[config.mk]
export PLATFORM = sky130hd
export DESIGN_NAME = alu_seq_ctrl
export DESIGN_NICKNAME = d
export VERILOG_FILES = /design/src/rtl/alu_seq_ctrl.sv
export SDC_FILE = /design/constraint.sdc
export NUM_CORES = 1
export LEC_CHECK = 0
export CAP_MARGIN = 5
export CORE_ASPECT_RATIO = 1.1
export CORE_UTILIZATION = 50
export DETAILED_ROUTE_END_ITERATION = 10
export PLACE_DENSITY = 0.86
export SETUP_SLACK_MARGIN = 0.05
export SLEW_MARGIN = 20
export SYNTH_ARGS = -nofsm -noshare
export SYNTH_HDL_FRONTEND = slang
export SYNTH_SLANG_ARGS = --single-unit
[constraint.sdc]
create_clock -name clk_i -period 3.85 [get_ports clk_i]
set_input_delay 1.155 -clock clk_i [delete_from_list [all_inputs] [get_ports clk_i]]
set_output_delay 1.155 -clock clk_i [all_outputs]
set_load 0.05 [all_outputs]
[src/rtl/alu_seq_ctrl.sv]
// Multi-cycle IDLE/EXEC/MEM/WB sequencer for the ALU/register-file datapath.
// Drives datapath controls, runs the data-memory req/ack handshake with timeout, tracks errors and retired ops.
module alu_seq_ctrl #(
  parameter int MEM_TIMEOUT = 16,
  parameter int CNT_WIDTH   = 32
) (
  input  logic                 clk_i,
  input  logic                 rst_i,
  input  logic                 issue_valid_i,
  output logic                 issue_ready_o,
  input  logic [2:0]           op_class_i,
  input  logic [3:0]           alu_ctrl_i,
  input  logic                 eq_i,
  input  logic                 mem_ack_i,
  input  logic                 clr_err_i,
  output logic [3:0]           alu_ctrl_o,
  output logic                 alu_src_o,
  output logic                 reg_write_o,
  output logic                 reg_write_src_o,
  output logic                 jstore_o,
  output logic                 mem_req_o,
  output logic                 mem_we_o,
  output logic                 pc_en_o,
  output logic                 branch_taken_o,
  output logic                 done_o,
  output logic                 err_o,
  output logic [CNT_WIDTH-1:0] retire_cnt_o
);

  localparam int WAIT_W = (MEM_TIMEOUT > 2) ? $clog2(MEM_TIMEOUT) : 1;
  localparam logic [WAIT_W-1:0] WAIT_LAST = WAIT_W'(MEM_TIMEOUT - 1);

  typedef enum logic [1:0] {
    S_IDLE,
    S_EXEC,
    S_MEM,
    S_WB
  } state_t;

  typedef enum logic [2:0] {
    OP_ALU_R   = 3'd0,
    OP_ALU_I   = 3'd1,
    OP_LOAD    = 3'd2,
    OP_STORE   = 3'd3,
    OP_BEQ     = 3'd4,
    OP_BNE     = 3'd5,
    OP_JAL     = 3'd6,
    OP_ILLEGAL = 3'd7
  } op_t;

  state_t                 state_q, state_d;
  op_t                    op_q;
  logic [3:0]             alu_ctrl_q;
  logic [WAIT_W-1:0]      wait_q;
  logic                   err_q;
  logic [CNT_WIDTH-1:0]   retire_q;
  logic                   err_set;
  logic                   retire_inc;
  logic                   accept;

  assign accept       = (state_q == S_IDLE) && issue_valid_i;
  assign alu_ctrl_o   = alu_ctrl_q;
  assign err_o        = err_q;
  assign retire_cnt_o = retire_q;

  // Immediate-operand select held for the whole op so the ALU result stays valid for address and writeback.
  assign alu_src_o = (state_q != S_IDLE) &&
                     ((op_q == OP_ALU_I) || (op_q == OP_LOAD) || (op_q == OP_STORE));

  always_comb begin
    state_d         = state_q;
    issue_ready_o   = 1'b0;
    reg_write_o     = 1'b0;
    reg_write_src_o = 1'b0;
    jstore_o        = 1'b0;
    mem_req_o       = 1'b0;
    mem_we_o        = 1'b0;
    pc_en_o         = 1'b0;
    branch_taken_o  = 1'b0;
    done_o          = 1'b0;
    err_set         = 1'b0;
    retire_inc      = 1'b0;

    case (state_q)
      S_IDLE: begin
        issue_ready_o = 1'b1;
        if (issue_valid_i) state_d = S_EXEC;
      end

      S_EXEC: begin
        case (op_q)
          OP_ALU_R, OP_ALU_I, OP_JAL: state_d = S_WB;
          OP_LOAD, OP_STORE:          state_d = S_MEM;
          OP_BEQ, OP_BNE: begin
            pc_en_o        = 1'b1;
            branch_taken_o = (op_q == OP_BEQ) ? eq_i : ~eq_i;
            done_o         = 1'b1;
            retire_inc     = 1'b1;
            state_d        = S_IDLE;
          end
          OP_ILLEGAL: begin
            err_set = 1'b1;
            done_o  = 1'b1;
            state_d = S_IDLE;
          end
          default: state_d = S_IDLE;
        endcase
      end

      // An ack arriving on the last allowed cycle still completes the access.
      S_MEM: begin
        mem_req_o = 1'b1;
        mem_we_o  = (op_q == OP_STORE);
        if (mem_ack_i) begin
          if (op_q == OP_LOAD) begin
            state_d = S_WB;
          end else begin
            pc_en_o    = 1'b1;
            done_o     = 1'b1;
            retire_inc = 1'b1;
            state_d    = S_IDLE;
          end
        end else if (wait_q == WAIT_LAST) begin
          err_set = 1'b1;
          done_o  = 1'b1;
          state_d = S_IDLE;
        end
      end

      S_WB: begin
        reg_write_o     = 1'b1;
        reg_write_src_o = (op_q == OP_LOAD);
        jstore_o        = (op_q == OP_JAL);
        pc_en_o         = 1'b1;
        done_o          = 1'b1;
        retire_inc      = 1'b1;
        state_d         = S_IDLE;
      end

      default: state_d = S_IDLE;
    endcase
  end

  always_ff @(posedge clk_i or posedge rst_i) begin
    if (rst_i) begin
      state_q    <= S_IDLE;
      op_q       <= OP_ALU_R;
      alu_ctrl_q <= 4'h0;
      wait_q     <= '0;
      err_q      <= 1'b0;
      retire_q   <= '0;
    end else begin
      state_q <= state_d;
      if (accept) begin
        op_q       <= op_t'(op_class_i);
        alu_ctrl_q <= alu_ctrl_i;
      end
      // Wait counter only runs inside MEM, so it is zero on every MEM entry.
      if (state_q != S_MEM)  wait_q <= '0;
      else if (!mem_ack_i)   wait_q <= wait_q + 1'b1;
      if (err_set)           err_q <= 1'b1;
      else if (clr_err_i)    err_q <= 1'b0;
      if (retire_inc)        retire_q <= retire_q + 1'b1;
    end
  end

endmodule

ff_map.png
Other sequential cells in the stronger gray, the rest of the logic in the fainter gray.
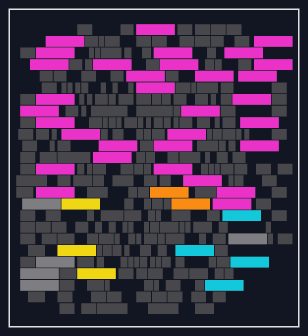
Key: cyan = `wait_q` [sequential cells 4, where south-east]; yellow = `op_q` [sequential cells 3]; magenta = `retire_cnt_o` [sequential cells 32]; orange = `state_q` [sequential cells 2]
Another 5 sequential cells are not colored.

class_map.png
The bar under the picture is 20 µm long. Fill, decap, tap and diode cells in gray.
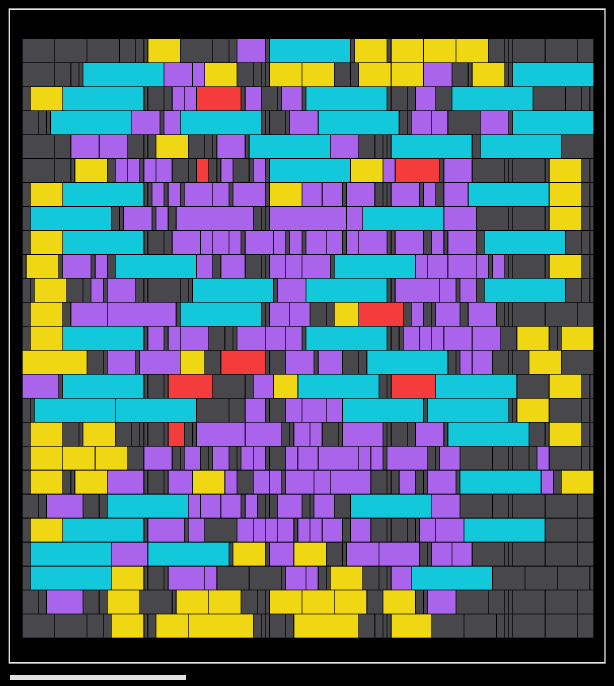
Key: purple = remaining logic cells [cells 169, share of their area 38%]; yellow = remaining buffers and delay cells [cells 62, share of their area 21%]; red = clock drivers and dummy loads [cells 8, share of their area 3.0%]; cyan = registers [cells 46, share of their area 38%]

gates.png
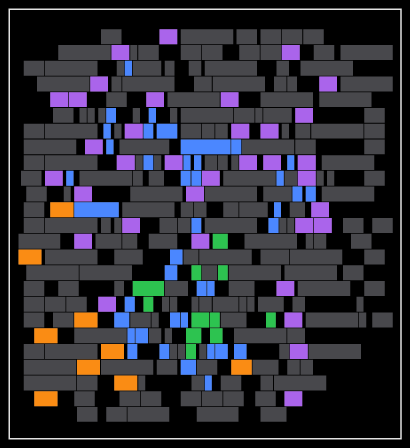
Key: blue = nor cells [cells 40]; purple = xor and xnor cells [cells 35, most used xnor2_1]; orange = mux cells [cells 9, most used mux2_2, where south-west]; green = aoi and oai cells [cells 11, most used o21ai_0, where south]

clock_nets.png
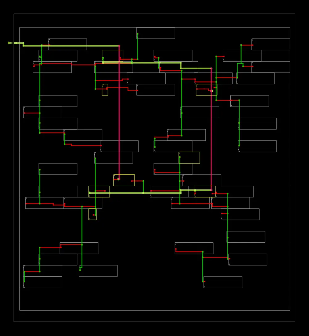
Flop Count: 46
Latency at later pin: 300 ps
clock buf count: 7
CTS sink cnt: 46
P_clk: 0.300 mW

floorplan.png
Pins as bars on the die edge.
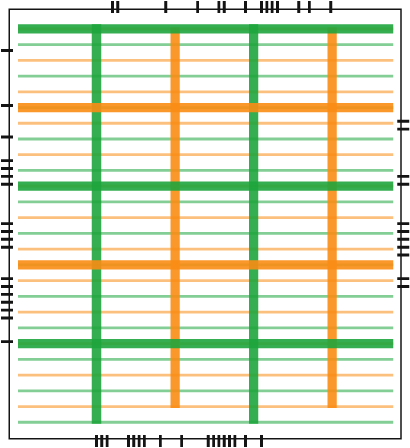
Key: green = VSS; orange = VDD
5 straps on met5. 26 met1 rails follow the rows. The core has 25 rows.

==> results.tsv <==
stage	metric	value	unit
outcome	status	finished, final reports clean	
power_and_ir_drop	Sw Share	43.18	%
floorplan	I/O pin cnt	60	
yosys	Synth Flop Type	dfrtp_1	
cells_and_area	Comb area	1127	µm²
drt	wire length on met1	2.186	mm
timing	Slew HR	38.40	%
power_and_ir_drop	Clock Power Share	15.8	%
timing	Max Fclk	293.4	MHz
cells_and_area	Final Net Count	303	
power_and_ir_drop	Lkg Pwr	1.280	nW
timing	crit path time final	3409	ps
timing	setup TNS	0	ps
yosys	post-synthesis area per instance	10.66	µm²
cells_and_area	combinational share of cell area	36.04	%
clock_tree	Clk pin slew, worst setup/hold paths	80	ps
placement	detailed placer's ending HPWL	3.549	mm
power_and_ir_drop	Comb power frac	49.1	%
timing	final hold slack	499.2	ps
global_route	largest net degree at the start of global routing	47	
timing	Setup Skew	8.814	ps
timing	post-route clock period utilization	88.53	%
placement	IO Port Bufs	59	
placement	DP Worst Slack	-25.71	ps
worst_setup_path	worst-path fanout max	7	
global_route	met2 usage	33.89	%
placement	routability cong.	0.8613	
clock_tree	CTS tree	yes	
cells_and_area	post-route insts no fill	339	
floorplan	core area	4410	µm²
clock_tree	clk buf depth	2	
==> cell usage after synthesis, drive strengths merged, types with 2 or more instances <==
master,n,area share (%)
and2,3,0.80
and3,4,1.1
buf,4,1.1
clkbuf,2,0.32
dfrtp,46,49
ha,6,3.2
inv,12,1.9
mux2,8,3.8
nand2,20,3.2
nand2b,5,1.3
nand3,8,1.9
nand4,5,1.3
nand4b,3,1.8
nor2,16,2.6
nor2b,4,1.1
nor3,16,3.6
nor3b,2,0.64
o21ai,5,1.1
xnor2,23,8.6
xor2,12,4.5
==> worst min-delay path by stage <==
stage,startpoint,slack (ps),to,cells after the start
6_report,retire_cnt_o[31],500,retire_cnt_o[31],1
5_1_grt,retire_cnt_o[28],520,retire_cnt_o[28],1
4_1_cts,retire_cnt_o[31],510,retire_cnt_o[31],1
3_5_place_dp,retire_cnt_o[31],480,retire_cnt_o[31],1
3_3_place_gp,retire_cnt_o[31],460,retire_cnt_o[31],1
2_1_floorplan,state_q[1],530,state_q[1],2
==> cell families after synthesis <==
| family | Yosys count | share of synthesized area (%) |
|---|---|---|
| XOR/XNOR | 35 | 13.02 |
| AND/OR/NAND/NOR | 94 | 23.33 |
| multiplexers | 9 | 4.251 |
| flip-flops | 46 | 48.88 |
| adder cells (fa/ha/maj) | 6 | 3.188 |
| buffers and inverters | 18 | 3.347 |
| AND-OR/OR-AND | 13 | 3.985 |
==> flip-flops by register name, indices dropped and copies added (netlist names) <==
signal,count
op_q,3
state_q,2
wait_q,4
retire_cnt_o,32
err_o,1
alu_ctrl_o,4
==> timing repair <==
item | CTS | global route
endpoints found under the hold margin | 0 | 0
gates resized | 1 | 1
setup endpoints to repair | 1 | 2
Power and IR drop assume default switching activity.
